[config.mk]
export PLATFORM = sky130hd
export DESIGN_NAME = dds_ddc_center_hls_deadlock_monitor_v2
export DESIGN_NICKNAME = d
export VERILOG_FILES = /design/src/rtl/dds_ddc_center_dlm_pkg.sv /design/src/rtl/dds_ddc_center_dlm_persist.sv /design/src/rtl/dds_ddc_center_hls_deadlock_monitor_v2.sv
export SDC_FILE = /design/constraint.sdc
export NUM_CORES = 1
export LEC_CHECK = 0
export CAP_MARGIN = 20
export CORE_UTILIZATION = 54
export DETAILED_ROUTE_END_ITERATION = 7
export HOLD_SLACK_MARGIN = 0.05
export PLACE_DENSITY = 0.89
export RECOVER_POWER = 100
export SLEW_MARGIN = 20
export SYNTH_ARGS = -nofsm -noshare
export SYNTH_HDL_FRONTEND = slang
export SYNTH_SLANG_ARGS = --single-unit
[constraint.sdc]
create_clock -name clock -period 4.5 [get_ports clock]
set_input_delay 0.675 -clock clock [delete_from_list [all_inputs] [get_ports clock]]
set_output_delay 0.675 -clock clock [all_outputs]
set_load 0.02 [all_outputs]
[src/rtl/dds_ddc_center_dlm_pkg.sv]
// Shared types and helpers for the dds_ddc_center HLS deadlock monitor.
// Holds the monitor FSM state encoding and the persistence-counter width rule.
package dds_ddc_center_dlm_pkg;

    typedef enum logic [1:0] {
        IDLE    = 2'd0,
        SUSPECT = 2'd1,
        BLOCKED = 2'd2
    } dlm_state_e;

    // Counter must be able to hold the value HOLD_CYCLES itself (saturation point).
    function automatic int cnt_width(input int hold);
        return (hold < 1) ? 1 : $clog2(hold + 1);
    endfunction

endpackage

[src/rtl/dds_ddc_center_dlm_persist.sv]
// Saturating persistence counter: counts consecutive cycles with 'active' high and
// raises 'hit' on the cycle whose sample completes 'threshold' consecutive hits.
module dds_ddc_center_dlm_persist #(
    parameter int W = 5
) (
    input  logic         clock,
    input  logic         reset_n,
    input  logic         active,
    input  logic         clear,
    input  logic [W-1:0] threshold,
    output logic         hit
);

    logic [W-1:0] cnt;

    always_ff @(posedge clock or negedge reset_n) begin
        if (!reset_n) begin
            cnt <= '0;
        end else if (clear || !active) begin
            cnt <= '0;
        end else if (cnt != threshold) begin
            cnt <= cnt + 1'b1;
        end
    end

    // cnt holds the number of already-stalled cycles, so the current stalled
    // cycle is the threshold-th one when cnt has reached threshold-1.
    assign hit = active && (cnt >= threshold - 1'b1);

endmodule

[src/rtl/dds_ddc_center_hls_deadlock_monitor_v2.sv]
// Deadlock monitor for one dds_ddc_center HLS instance: debounces the combined stall
// condition, flags deadlock, snapshots the first cause and counts episodes.
module dds_ddc_center_hls_deadlock_monitor_v2
    import dds_ddc_center_dlm_pkg::*;
#(
    parameter int N_AXIS      = 4,
    parameter int N_INST      = 1,
    parameter int HOLD_CYCLES = 16,
    parameter int STICKY      = 0,
    parameter int EPI_W       = 8
) (
    input  logic                     clock,
    input  logic                     reset_n,
    input  logic [N_AXIS-1:0]        axis_block_sigs,
    input  logic [N_INST-1:0]        inst_idle_sigs,
    input  logic [N_INST-1:0]        inst_block_sigs,
    input  logic                     clear,
    output logic                     block,
    output logic [N_AXIS+N_INST-1:0] first_cause,
    output logic [EPI_W-1:0]         episodes
);

    localparam int              CW      = cnt_width(HOLD_CYCLES);
    localparam int              SW      = N_AXIS + N_INST;
    localparam logic [CW-1:0]   HOLD_TH = CW'(HOLD_CYCLES);

    dlm_state_e    state, state_nxt;
    logic [SW-1:0] stall_vec;
    logic [SW-1:0] cand;
    logic          stall;
    logic          hit;
    logic          enter_blk;

    // An idle sub-instance is never treated as blocked.
    assign stall_vec = {inst_block_sigs & ~inst_idle_sigs, axis_block_sigs};
    assign stall     = |stall_vec;

    dds_ddc_center_dlm_persist #(
        .W (CW)
    ) u_persist (
        .clock     (clock),
        .reset_n   (reset_n),
        .active    (stall),
        .clear     (clear),
        .threshold (HOLD_TH),
        .hit       (hit)
    );

    always_comb begin
        state_nxt = state;
        enter_blk = 1'b0;
        case (state)
            IDLE: begin
                // hit can only fire here when HOLD_CYCLES is 1
                if (hit) begin
                    state_nxt = BLOCKED;
                    enter_blk = 1'b1;
                end else if (stall) begin
                    state_nxt = SUSPECT;
                end
            end
            SUSPECT: begin
                if (!stall) begin
                    state_nxt = IDLE;
                end else if (hit) begin
                    state_nxt = BLOCKED;
                    enter_blk = 1'b1;
                end
            end
            BLOCKED: begin
                if (STICKY == 0 && !stall) state_nxt = IDLE;
            end
            default: state_nxt = IDLE;
        endcase
        if (clear) begin
            state_nxt = IDLE;
            enter_blk = 1'b0;
        end
    end

    always_ff @(posedge clock or negedge reset_n) begin
        if (!reset_n) begin
            state       <= IDLE;
            block       <= 1'b0;
            cand        <= '0;
            first_cause <= '0;
            episodes    <= '0;
        end else begin
            state <= state_nxt;
            block <= (state_nxt == BLOCKED);
            if (!clear && state == IDLE && stall) cand <= stall_vec;
            if (clear) begin
                first_cause <= '0;
            end else if (enter_blk) begin
                // Direct IDLE->BLOCKED has no stored candidate yet; use the live vector.
                first_cause <= (state == IDLE) ? stall_vec : cand;
            end
            if (enter_blk && episodes != {EPI_W{1'b1}}) episodes <= episodes + 1'b1;
        end
    end

endmodule
==> images/m1.png <==
Bar = 20 µm.
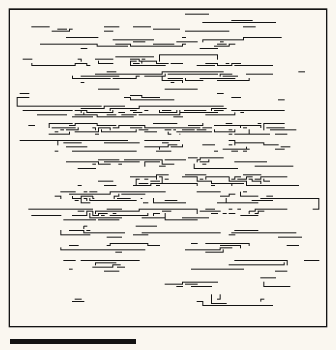
The layer carries 1120 µm of wire. The layer holds 45% of the routed length. The longest straight run is 17.0 µm. 118 nets have wire on it.

==> images/m2.png <==
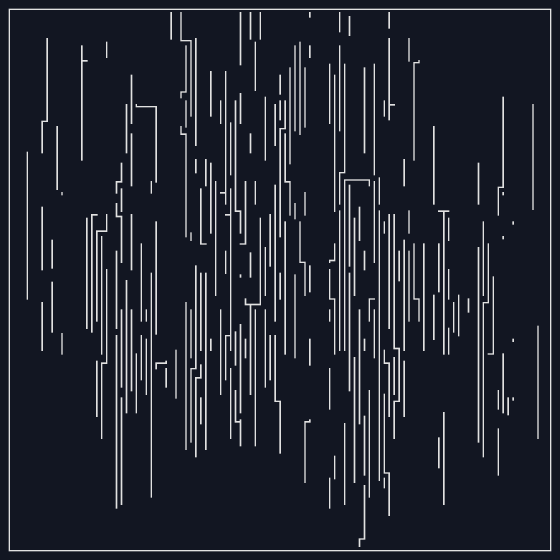
The longest straight run is 25.0 µm. The wires run mostly vertical. The layer carries 1250 µm of wire. The layer holds 50% of the routed length. 125 nets have wire on it.

==> images/m3.png <==
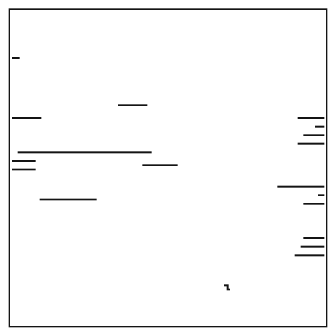
The longest straight run is 20.9 µm. 17 nets have wire on it. The layer carries 86.3 µm of wire. The wires run mostly horizontal. The layer holds 3.5% of the routed length.
Vias: 900
M3 GR Usage: 0.04630
final WL: 2.480 mm

==> images/congestion_map.png <==
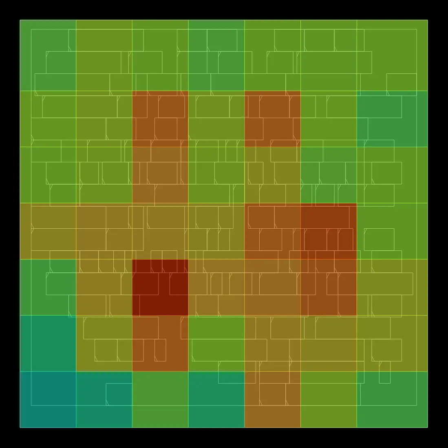
met2 GRT Util: 0.3778
GRT busiest layer: met2
Finished Core Util: 0.6985
met1 global-route usage: 0.2906
Avg WL per Cell: 15.80 µm

==> flow_summary.ini <==
; implementation run metrics
[outcome]
outcome = completed

[placement]
place_ws_ns = 1.906
portBuffers = 22

[critical_path]
crit_family = simple AND/OR/NAND/NOR gates
cp_data_required_time_ns = 4.72
cp_max_fo = 13
worstRegToRegCells = 7

[sta]
clock-skew-final_ns = 0.004603
holdWs_ns = 0.4981
max_freq_mhz = 404.8
maxSlewViolCount = 0
fin_tns_setup_ns = 0

[logic_synthesis]
synth-edff-count = 0
synth-main-ff-cell = dfrtp_1
synth_async_sr_flop_share = 1.000
yosysCellCount = 105
topCellsByArea = dfrtp_1, mux2i_1, mux2_2
yosysMostFrequentCell = dfrtp_1
common_cells = dfrtp_1, nor2_1, mux2i_1, xor2_1
numSynthFlops = 26

[run]
warnings = 27
maxCapViolCount = 0

[routing]
drt-initial-drc-count = 16
detail_route.vias_per_cell = 5.732
first_pass_iters = 4

[grt]
grt_use_total = 0.2321
gr-total-overflow = 0
grt_max_degree = 27

[min_path]
hold_depth = 1
hp-class = reg2reg

[clock_network]
cts_tree = built
cts_max_path_buffers = 2
clock_sinks = 26
clock_latency_ns = 0.32
root_buffer = clkbuf_4
post-cts-setup-buffer-count = 0
cts_buffers = 3

[power_and_ir_drop]
seqPwrFrac = 0.541
irDropWorstVdd_mv = 0.2608
p_switching_uw = 120.0

[final_layout]
n_fill_cell = 171
area_delta_synth_final_pct = 22.42

[floorplanning]
die_area_um2 = 2511
==> stage by stage <==
stage / total power [µW] / instances
after floorplan: 314.9 / 105
after CTS: 508.0 / 157
after global routing: 520.2 / 157
after global placement: 346.1 / 153
final: 499.0 / 157
after detailed placement: 351.5 / 153
==> worst reg2reg max path, stage by stage (launching register included) <==
cell	delay, ns
dfrtp_1	0.46
ha_1	0.21
and3_2	0.19
ha_1	0.13
nor2_1	0.06
a22o_2	0.24
or4_1	0.47
mux2_1	0.34
==> flip-flops by register name, summed over array words and instances (netlist names) <==
name,count
episodes,8
cand,5
first_cause,5
u_persist.cnt,5
state,2
block,1
==> logic make-up (layout without fill, tap and decap cells) <==
group	after synthesis	in the layout	share of synthesized area
compound gates	12	12	0.07307
xor+xnor	10	10	0.07007
fa+ha+maj	4	4	0.04004
buf+inv	6	30	0.01901
flops	26	26	0.5205
mux	12	12	0.1051
simple gates	35	35	0.1722
==> layer usage <==
layer,global-route usage,vias up,part of all wire
li1,-,430,-
met5,0,-,0
met1,0.2906,445,0.45
met4,0.1143,0,0.0097
met3,0.04630,4,0.035
met2,0.3778,21,0.50
==> cell usage in the layout, fill, tap and decap left out, drive strengths merged, types with 2 or more instances in the layout <==
cell	netlist	layout
ha	4	4
a211oi	2	2
xor2	6	6
nor2	8	8
inv	4	4
nand3	2	2
nand2b	2	2
nor4b	3	3
mux2i	6	6
nand4	4	4
dlygate4sd3	0	15
xnor2	4	4
mux2	6	6
clkbuf	1	4
a21oi	3	3
nor4	3	3
nor3	3	3
o2bb2ai	5	5
clkdlybuf4s50	0	6
dfrtp	26	26
nand2	4	4
==> power by group through the flow <==
stage / logic [µW] / clock network (µW) / registers, µW
after floorplan: 37.2 / 0 / 278
after CTS: 78.5 / 159 / 270
final: 72.9 / 156 / 270
after global placement: 74.2 / 0 / 272
after detailed placement: 77.6 / 0 / 274
after global routing: 79.7 / 168 / 273
==> path summary, 6_finish.rpt <==
| check | slack (ns) | endpoint | start |
|---|---|---|---|
| hold / removal | 0.50 | episodes[6] | episodes[6] |
| min in group asynchronous | 0.63 | episodes[2] | reset_n |
| setup reg to reg | 2.30 | episodes[1] | u_persist.cnt[1] |
| max in group asynchronous | 3.10 | u_persist.cnt[3] | reset_n |
| hold reg to reg | 0.50 | episodes[6] | episodes[6] |
| setup / recovery | 2.03 | cand[2] | axis_block_sigs[0] |
==> final cells by class <==
class                      count  area, µm²  area share
multi-input combinational     73      563.0      0.3679
clock buffer                   3      22.52     0.01472
tap                           28      35.03     0.02289
clock inverter                 1      30.03     0.01962
sequential                    26      650.6      0.4252
inverter                       4      15.01    0.009812
timing repair buffer          22      214.0      0.1398
No activity file was given, so power comes from the tool's default toggle rates.
